**src/rtl/nx_stream_pkg.sv**
```systemverilog
// Shared types for the stream arbiter: arbitration mode encoding and direction tag.
package nx_stream_pkg;

   typedef enum logic [0:0] {
      NX_ARB_RR    = 1'b0,
      NX_ARB_FIXED = 1'b1
   } nx_arb_mode_e;

   typedef logic [1:0] nx_dir_t;

endpackage

```
**src/rtl/nx_rr_arbiter.sv**
```systemverilog
// Combinational grant selection. Round-robin searches from ptr+1 with wrap.
// Fixed mode always searches from index 0.
module nx_rr_arbiter
   import nx_stream_pkg::*;
#(
   parameter int N    = 4,
   parameter int IDXW = $clog2(N)
) (
   input  logic [N-1:0]    req,
   input  logic [IDXW-1:0] ptr,
   input  nx_arb_mode_e    mode,
   output logic [N-1:0]    grant,
   output logic [IDXW-1:0] idx,
   output logic            found
);

   int              start;
   int              cand;
   logic [IDXW-1:0] cand_idx;

   always_comb begin
      grant    = '0;
      idx      = '0;
      found    = 1'b0;
      cand     = 0;
      cand_idx = '0;
      // The modulo keeps the wrap correct when N is not a power of two.
      start    = (mode == NX_ARB_FIXED) ? 0 : (int'(ptr) + 1) % N;
      for (int i = 0; i < N; i++) begin
         cand     = (start + i) % N;
         cand_idx = IDXW'(cand);
         if (!found && req[cand_idx]) begin
            found           = 1'b1;
            idx             = cand_idx;
            grant[cand_idx] = 1'b1;
         end
      end
   end

endmodule

```
**src/rtl/nx_stream_arbiter.sv**
```systemverilog
// N-to-1 stream arbiter feeding a 2-entry output buffer.
// Ready is derived from registered occupancy only, so there is no path from comb_ready_i.
module nx_stream_arbiter
   import nx_stream_pkg::*;
#(
   parameter int           STREAM_WIDTH = 32,
   parameter int           INPUTS       = 4,
   parameter nx_arb_mode_e ARB_MODE     = NX_ARB_RR
) (
   input  logic                                  clk_i,
   input  logic                                  rst_ni,
   input  logic [INPUTS-1:0][STREAM_WIDTH-1:0]   stream_data_i,
   input  logic [INPUTS-1:0][1:0]                stream_dir_i,
   input  logic [INPUTS-1:0]                     stream_valid_i,
   output logic [INPUTS-1:0]                     stream_ready_o,
   output logic [STREAM_WIDTH-1:0]               comb_data_o,
   output logic [1:0]                            comb_dir_o,
   output logic [$clog2(INPUTS)-1:0]             comb_src_o,
   output logic                                  comb_valid_o,
   input  logic                                  comb_ready_i
);

   localparam int              SRCW       = $clog2(INPUTS);
   localparam logic [SRCW-1:0] LAST_RESET = SRCW'(INPUTS - 1);

   logic [STREAM_WIDTH-1:0] data_reg [2];
   logic [STREAM_WIDTH-1:0] data_next [2];
   nx_dir_t                 dir_reg [2];
   nx_dir_t                 dir_next [2];
   logic [SRCW-1:0]         src_reg [2];
   logic [SRCW-1:0]         src_next [2];
   logic [1:0]              occ_reg, occ_next;
   logic [SRCW-1:0]         last_grant_reg, last_grant_next;

   logic [INPUTS-1:0] grant;
   logic [SRCW-1:0]   grant_idx;
   logic              grant_found;
   logic              can_accept;
   logic              push;
   logic              pop;
   logic              wr_pos;

   nx_rr_arbiter #(
      .N    (INPUTS),
      .IDXW (SRCW)
   ) u_arb (
      .req   (stream_valid_i),
      .ptr   (last_grant_reg),
      .mode  (ARB_MODE),
      .grant (grant),
      .idx   (grant_idx),
      .found (grant_found)
   );

   // Gating with rst_ni keeps ready low while reset is held, when occupancy already reads 0.
   assign can_accept     = rst_ni && (occ_reg != 2'd2);
   assign stream_ready_o = can_accept ? grant : '0;
   assign push           = can_accept && grant_found;
   assign pop            = (occ_reg != 2'd0) && comb_ready_i;

   assign comb_valid_o = (occ_reg != 2'd0);
   assign comb_data_o  = data_reg[0];
   assign comb_dir_o   = dir_reg[0];
   assign comb_src_o   = src_reg[0];

   always_comb begin
      data_next       = data_reg;
      dir_next        = dir_reg;
      src_next        = src_reg;
      occ_next        = occ_reg + 2'(push) - 2'(pop);
      last_grant_next = last_grant_reg;
      wr_pos          = (occ_reg == 2'd1) && !pop;
      if (pop) begin
         data_next[0] = data_reg[1];
         dir_next[0]  = dir_reg[1];
         src_next[0]  = src_reg[1];
      end
      // Slot 0 is the head; a new beat lands behind whatever survives this cycle's pop.
      if (push) begin
         data_next[wr_pos] = stream_data_i[grant_idx];
         dir_next[wr_pos]  = stream_dir_i[grant_idx];
         src_next[wr_pos]  = grant_idx;
         last_grant_next   = grant_idx;
      end
   end

   always_ff @(posedge clk_i or negedge rst_ni) begin
      if (!rst_ni) begin
         occ_reg        <= '0;
         last_grant_reg <= LAST_RESET;
         data_reg       <= '{default: '0};
         dir_reg        <= '{default: '0};
         src_reg        <= '{default: '0};
      end else begin
         occ_reg        <= occ_next;
         last_grant_reg <= last_grant_next;
         data_reg       <= data_next;
         dir_reg        <= dir_next;
         src_reg        <= src_next;
      end
   end

endmodule

```
**config.mk**
```make
export PLATFORM = sky130hd
export DESIGN_NAME = nx_stream_arbiter
export DESIGN_NICKNAME = d
export VERILOG_FILES = /design/src/rtl/nx_stream_pkg.sv /design/src/rtl/nx_rr_arbiter.sv /design/src/rtl/nx_stream_arbiter.sv
export SDC_FILE = /design/constraint.sdc
export NUM_CORES = 1
export LEC_CHECK = 0
export CAP_MARGIN = 15
export CORE_AREA = 5 5 119 98
export CTS_CLUSTER_DIAMETER = 200
export CTS_CLUSTER_SIZE = 10
export DETAILED_ROUTE_END_ITERATION = 8
export DIE_AREA = 0 0 124 103
export GPL_ROUTABILITY_DRIVEN = 0
export HOLD_SLACK_MARGIN = 0.08
export PLACE_DENSITY_LB_ADDON = 0.05
export SLEW_MARGIN = 20
export SYNTH_ARGS = -nofsm -noshare
export SYNTH_HDL_FRONTEND = slang
export SYNTH_SLANG_ARGS = --single-unit
```
**constraint.sdc**
```tcl
create_clock -name clk_i -period 6.2 [get_ports clk_i]
set_input_delay 1.24 -clock clk_i [delete_from_list [all_inputs] [get_ports clk_i]]
set_output_delay 1.24 -clock clk_i [all_outputs]
set_load 0.005 [all_outputs]
```
Figure 1. Signal wires on met1 (run 1).
(3 px per um) Cells faint in the background.
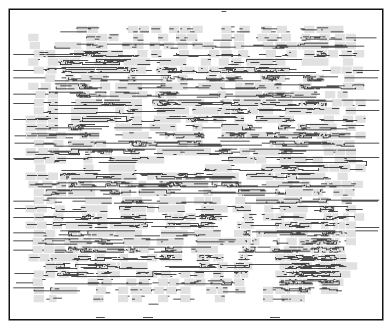
share of all routed wire: 41%
main direction: horizontal

Figure 2. M2 wires (run 1).
(4 px per um)
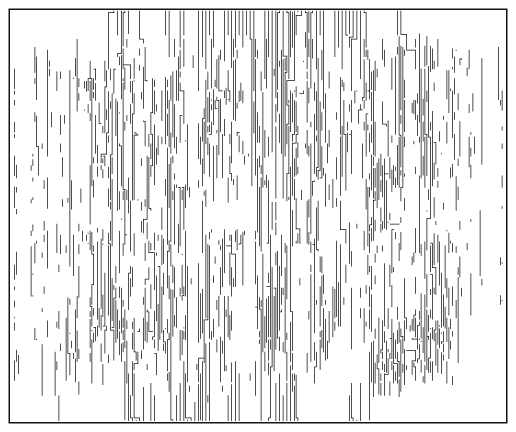
main direction: vertical
longest straight run: 49.0 um
share of all routed wire: 50%
nets with wire on the layer: 646
wire length on this layer: 6,930 um

==> impl_metrics.env, run 1 <==
# yosys + openroad results
export IMPL_outcome="complete, no violations"
export IMPL_slowest_delay_ns=0.59
export IMPL_antenna_left=0
export IMPL_sh_comb_area=0.366
export IMPL_ys_seq_share=0.385
export IMPL_vias=4239
export IMPL_grt_pass1_vias=4365
export IMPL_finalSetupViolations=0
export IMPL_slew_limit_headroom=0.365
export IMPL_taps=144
export IMPL_grt_max_degree=75
export IMPL_synth_cells=449
export IMPL_ys_ff=76
export IMPL_cts_tree="built"
export IMPL_grt_first_pass_wirelength_um=21700
export IMPL_warnings=33
export IMPL_rsz0062_at_grt="no"
export IMPL_seq_area_um2=1900
export IMPL_clk_share=0.0442
export IMPL_yosys_area_um2=4940
export IMPL_r2r_start="last_grant_reg[0]"
export IMPL_n_antenna_cell=0
export IMPL_arrival_ns=3.73
export IMPL_final_hold_viol_count=0
export IMPL_finalClockSkew_ns=0.00952
export IMPL_cts_sinks=76
export IMPL_cp_required_ns=4.96
export IMPL_io_buffers=183
export IMPL_ys_top_logic_family="multiplexers"
export IMPL_logic_gates=293
export IMPL_synth_cell_types=41
export IMPL_post_dp_hpwl_um=9780
export IMPL_crit_fanout=7
export IMPL_nClkBuffers=10
export IMPL_clkTransAtPathRegs_ns=0.06
export IMPL_non_clock_inverter_count=7
export IMPL_ys_sh_mux=0.239
export IMPL_syn2layout_area_growth_pct=38.1
export IMPL_drt_total_wl_um=14000
export IMPL_maxCapViolations=0
export IMPL_drtIter0Drc=305
export IMPL_place_inst=711
export IMPL_critical_path_class="in -> out"
export IMPL_insertion_delay_ns=0.33
export IMPL_setup_tns_ns=0
export IMPL_final_cells=727
export IMPL_netlist_area_um2=4940
export IMPL_dr_pass1_iters=8
export IMPL_cts_resized=0
export IMPL_setup_worst_path_start_class="primary input"
export IMPL_startpoint="stream_valid_i[2]"
export IMPL_io_pins=184
export IMPL_ys_sh_xor=0.00532
export IMPL_worstPathCellList="clkdlybuf4s50_1, mux2i_1, or4b_4, a21oi_4, a22oi_1, o21ai_0, nor2b_1, clkdlybuf4s50_1"
export IMPL_drc=0
export IMPL_wl_per_cell_um=19.3
export IMPL_cts_buffer_depth=2
export IMPL_compound_area_frac=0.170
export IMPL_root_buffer="clkbuf_16"
export IMPL_initial_core_util=0.470
export IMPL_finalCriticalPeriod_ns=4.97
export IMPL_syn_area_per_cell_um2=11.0
export IMPL_logic_area_um2=2500
export IMPL_die_h_um=103
export IMPL_gr_total_overflow=0
export IMPL_total_power_uw=3680
export IMPL_final_core_util=0.649
export IMPL_ys_warnings_count=0
export IMPL_critical_path_most_common_cell="clkdlybuf4s50_1"
Figure 3. Ports around the boundary (run 1).
(4 px per um) Pins as bars across the die edge, other pins in grey.
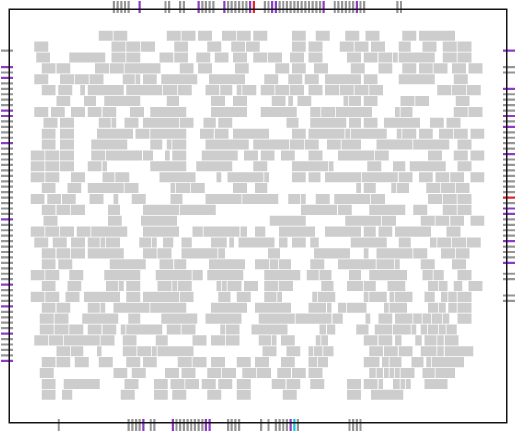
legend:
  cyan:
    port: comb_valid_o
    pins: 1
    direction: output
    edge: bottom
  red:
    port: comb_dir_o
    pins: 2
    direction: output
    edge: 1 right, 1 top
  purple:
    port: comb_data_o
    pins: 32
    direction: output
    edge: 10 left, 9 right, 8 top, 5 bottom
all pins by edge: 56 left, 52 top, 40 right, 36 bottom

## run 1: Yosys cell counts
master / instances / area (um^2)
buf_4: 36 / 270
buf_1: 1 / 3.75
buf_2: 1 / 5.00
or4b_4: 1 / 13.8
nor4_1: 1 / 6.26
a2111oi_0: 1 / 8.76
a222oi_1: 34 / 340
a221o_1: 1 / 10.0
mux2i_2: 1 / 13.8
o21ai_0: 5 / 25.0
mux2i_1: 110 / 1100
o32a_2: 1 / 11.3
inv_1: 6 / 22.5
dfstp_2: 2 / 52.6
nor2_1: 9 / 33.8
a22oi_1: 8 / 60.1
inv_2: 1 / 3.75
and2_1: 1 / 6.26
or3_1: 1 / 6.26
o21ai_1: 2 / 10.0
xnor2_1: 3 / 26.3
nor3_1: 4 / 20.0
o2111ai_1: 1 / 8.76
nand2b_1: 1 / 6.26
a21oi_1: 5 / 25.0
o22a_1: 3 / 26.3
buf_12: 5 / 100
nand2_1: 39 / 146
or2_2: 2 / 12.5
o221ai_1: 34 / 298
buf_6: 5 / 56.3
a21oi_4: 1 / 16.3
nand3_1: 2 / 10.0
ha_1: 10 / 125
nor2b_1: 5 / 31.3
mux2_2: 4 / 45.0
or3b_1: 1 / 8.76
mux4_2: 1 / 22.5
or2_1: 1 / 6.26
dfrtp_1: 74 / 1850
clkbuf_1: 25 / 93.8
## run 1: per-stage QoR
step,hold slack (ns),cell area [um^2]
floorplan,0.446,4940
global placement,0.458,6500
detailed placement,0.464,6500
CTS,0.478,6800
global route,0.513,6820
finish,0.474,6820
## run 1: worst max-delay path, delay by kind of cell
kind / cells / cell delay, ns
buffers and inverters: 2 / 1.09
multiplexers: 1 / 0.21
AND/OR/NAND/NOR: 2 / 0.74
AND-OR/OR-AND: 3 / 0.44
## run 1: metal layers
layer	vias to the layer above	GRT usage	wire (um)
met5	-	0	0
met4	0	0.0345	61
met3	6	0.0713	1220
met2	186	0.374	6930
met1	2081	0.271	5780
li1	1966	-	-
## run 1: cell usage in the layout (no fill, tap or decap), types with 2 or more instances in the layout
| cell type | count |
|---|---|
| clkdlybuf4s50_1 | 182 |
| mux2i_1 | 110 |
| dfrtp_1 | 74 |
| nand2_1 | 38 |
| a222oi_1 | 34 |
| o221ai_1 | 34 |
| ha_1 | 10 |
| clkbuf_16 | 9 |
| buf_4 | 9 |
| nor2_1 | 8 |
| a22oi_1 | 8 |
| inv_1 | 6 |
| o21ai_0 | 5 |
| a21oi_1 | 5 |
| nor3_1 | 4 |
| mux2_2 | 4 |
| nor2b_1 | 4 |
| o22a_1 | 3 |
| xnor2_1 | 3 |
| or2_2 | 2 |
| o21ai_1 | 2 |
| nand3_1 | 2 |
| clkinvlp_4 | 2 |
| clkinv_4 | 2 |
| dfstp_2 | 2 |
## run 1: report_power, final
part	total (uW)	switching, uW	internal, uW
Combinational	2260	1150	1110
Clock	524	202	322
Sequential	896	144	752
Total	3680	1490	2190
## run 1: worst paths after layout
path | to | depth (start not counted) | slack (ns)
max | stream_ready_o[2] | 8 | 1.23
min | flop | 2 | 0.47
max reg2reg | flop | 9 | 2.17
min reg2reg | flop | 2 | 0.47
max in group asynchronous | asynchronous set/reset pin | 2 | 4.37
min in group asynchronous | comb_data_o[28] | 1 | 0.70
==> run 2: changes to the inputs <==
- CORE_AREA: 5 5 119 98 -> 5 5 129 107
- DIE_AREA: 0 0 124 103 -> 0 0 134 112
- clock period: 6.2 -> 4 ns (I/O delays scaled with it)
Figure 4. M2 wires (run 2).
(4 px per um)
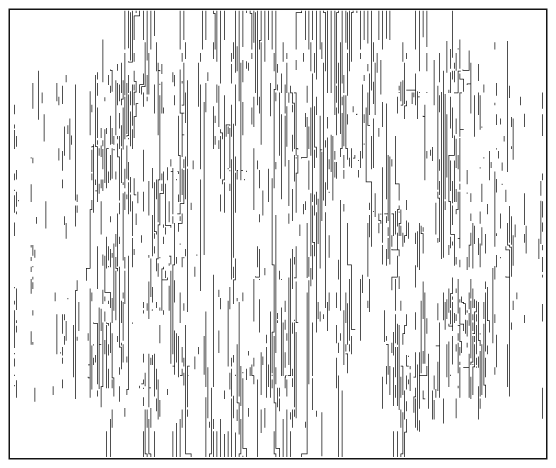
main direction: vertical
wire length on this layer: 7,040 um
nets with wire on the layer: 651
longest straight run: 46.6 um
share of all routed wire: 48%

==> impl_metrics.env, run 2 <==
# yosys + openroad results
export IMPL_warnings=33
export IMPL_cp_required_ns=3.20
export IMPL_dr_pass1_iters=5
export IMPL_outcome="complete, no violations"
export IMPL_ys_warnings_count=0
export IMPL_place_inst=737
export IMPL_yosysTopAreaCell="dfrtp_1"
export IMPL_top_area_frac=0.375
export IMPL_final_cells=752
export IMPL_clkTransAtPathRegs_ns=0.06
export IMPL_finalClockSkew_ns=0.00402
export IMPL_final_core_util=0.561
export IMPL_io_pins=184
export IMPL_ys_seq_share=0.385
export IMPL_n_antenna_cell=0
export IMPL_grt_first_pass_wirelength_um=23700
export IMPL_netlist_area_um2=4940
export IMPL_initial_core_util=0.397
export IMPL_grt_pass1_vias=4599
export IMPL_edf_count=0
export IMPL_logic_area_um2=2520
export IMPL_syn_area_per_cell_um2=11.0
export IMPL_root_buffer="clkbuf_16"
export IMPL_gr_total_overflow=0
export IMPL_drc=0
export IMPL_p_comb_frac=0.633
export IMPL_io_buffers=183
export IMPL_cts_sinks=76
export IMPL_syn2layout_area_growth_pct=41.3
export IMPL_power_switching_uw=2340
export IMPL_drt_total_wl_um=14600
export IMPL_slowest_delay_ns=0.54
export IMPL_critical_path_class="in -> out"
export IMPL_die_h_um=112
export IMPL_finalSetupViolations=0
export IMPL_cts_buffer_depth=2
export IMPL_vias=4319
export IMPL_area_leaders="dfrtp_1 37%, mux2i_1 22%, a222oi_1 6.9%"
export IMPL_clkPwrFrac=0.133
export IMPL_wl_per_cell_um=19.4
export IMPL_drtIter0Drc=361
export IMPL_p_int_uw=3500
export IMPL_seq_area_um2=1900
export IMPL_lay_top_cells="181 x clkdlybuf4s50_1, 109 x mux2i_1, 74 x dfrtp_1"
export IMPL_crit_fanout=5
export IMPL_antenna_left=0
export IMPL_top_cell="mux2i_1"
Figure 5. Routing congestion (run 2).
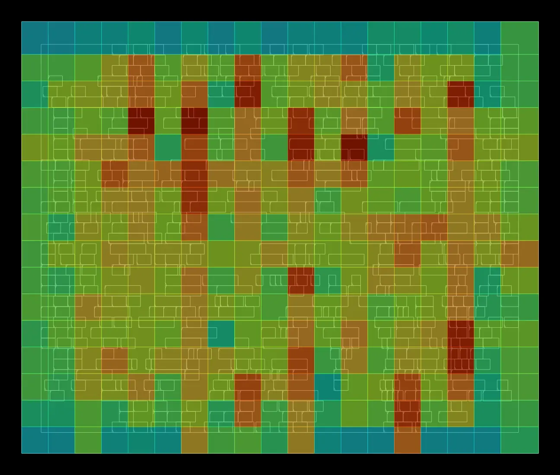
most used routing layer: met2
GR met1 Demand/Resource: 0.252
met3 Use GR: 0.0601
met2 global-route usage: 0.319

## run 2: worst max-delay path: cells and delay by family
family                 cells  cell delay, ns
AOI/OAI and AO/OA          3            0.40
buffers and inverters      2            0.93
and+or+nand+nor            2            0.70
muxes                      1            0.31
## run 2: metal layers
layer / global-route usage / routed length [um] / vias to the layer above
li1: - / - / 1994
met1: 0.252 / 6240 / 2102
met2: 0.319 / 7040 / 207
met3: 0.0601 / 1130 / 16
met4: 0.0432 / 166 / 0
met5: 0 / 0 / -
## run 2: layout make-up
type | instances | share of cell area
multi-input combinational | 293 | 0.361
timing repair buffer | 207 | 0.294
clock buffer | 10 | 0.0342
inverter | 7 | 0.00376
sequential | 76 | 0.273
tap | 156 | 0.0280
clock inverter | 3 | 0.00573
## run 2: final timing paths
check                                     to  slack [ns]         startpoint  cells after the start
min in group asynchronous     comb_data_o[3]        0.62             rst_ni                      2
setup reg to reg             comb_data_o[16]        0.65  last_grant_reg[1]                      9
setup / recovery           stream_ready_o[3]        0.06  stream_valid_i[1]                      8
hold reg to reg                         flop        0.47               flop                      2
max in group asynchronous    comb_data_o[31]        2.87             rst_ni                      2
hold / removal                          flop        0.47               flop                      2
## run 2: cells by family after synthesis
group	share of synthesized area
fa+ha+maj	0.0253
flops	0.385
simple gates	0.0623
compound gates	0.170
buf+inv	0.112
mux	0.239
xor+xnor	0.00532
## run 2: what timing repair did
action | in CTS | in global routing
setup buffers | 0 | 2
setup endpoints to repair | 4 | 4
pin swaps | 0 | 1
resized | 1 | 7
## run 2: through the flow
stage,hold WS (ns),instance area [um^2]
3_5_place_dp,0.464,6660
5_1_grt,0.494,6980
4_1_cts,0.478,6940
3_3_place_gp,0.464,6660
6_report,0.474,6980
2_1_floorplan,0.446,4940
## run 2: power by group through the flow
stage | clock network (uW) | registers [uW] | logic (uW)
finish | 780 | 1360 | 3700
CTS | 803 | 1360 | 3700
detailed placement | 0 | 1380 | 3680
global route | 829 | 1410 | 4020
floorplan | 0 | 1330 | 2970
global placement | 0 | 1360 | 3600
Power is estimated from default activity; no workload was simulated.
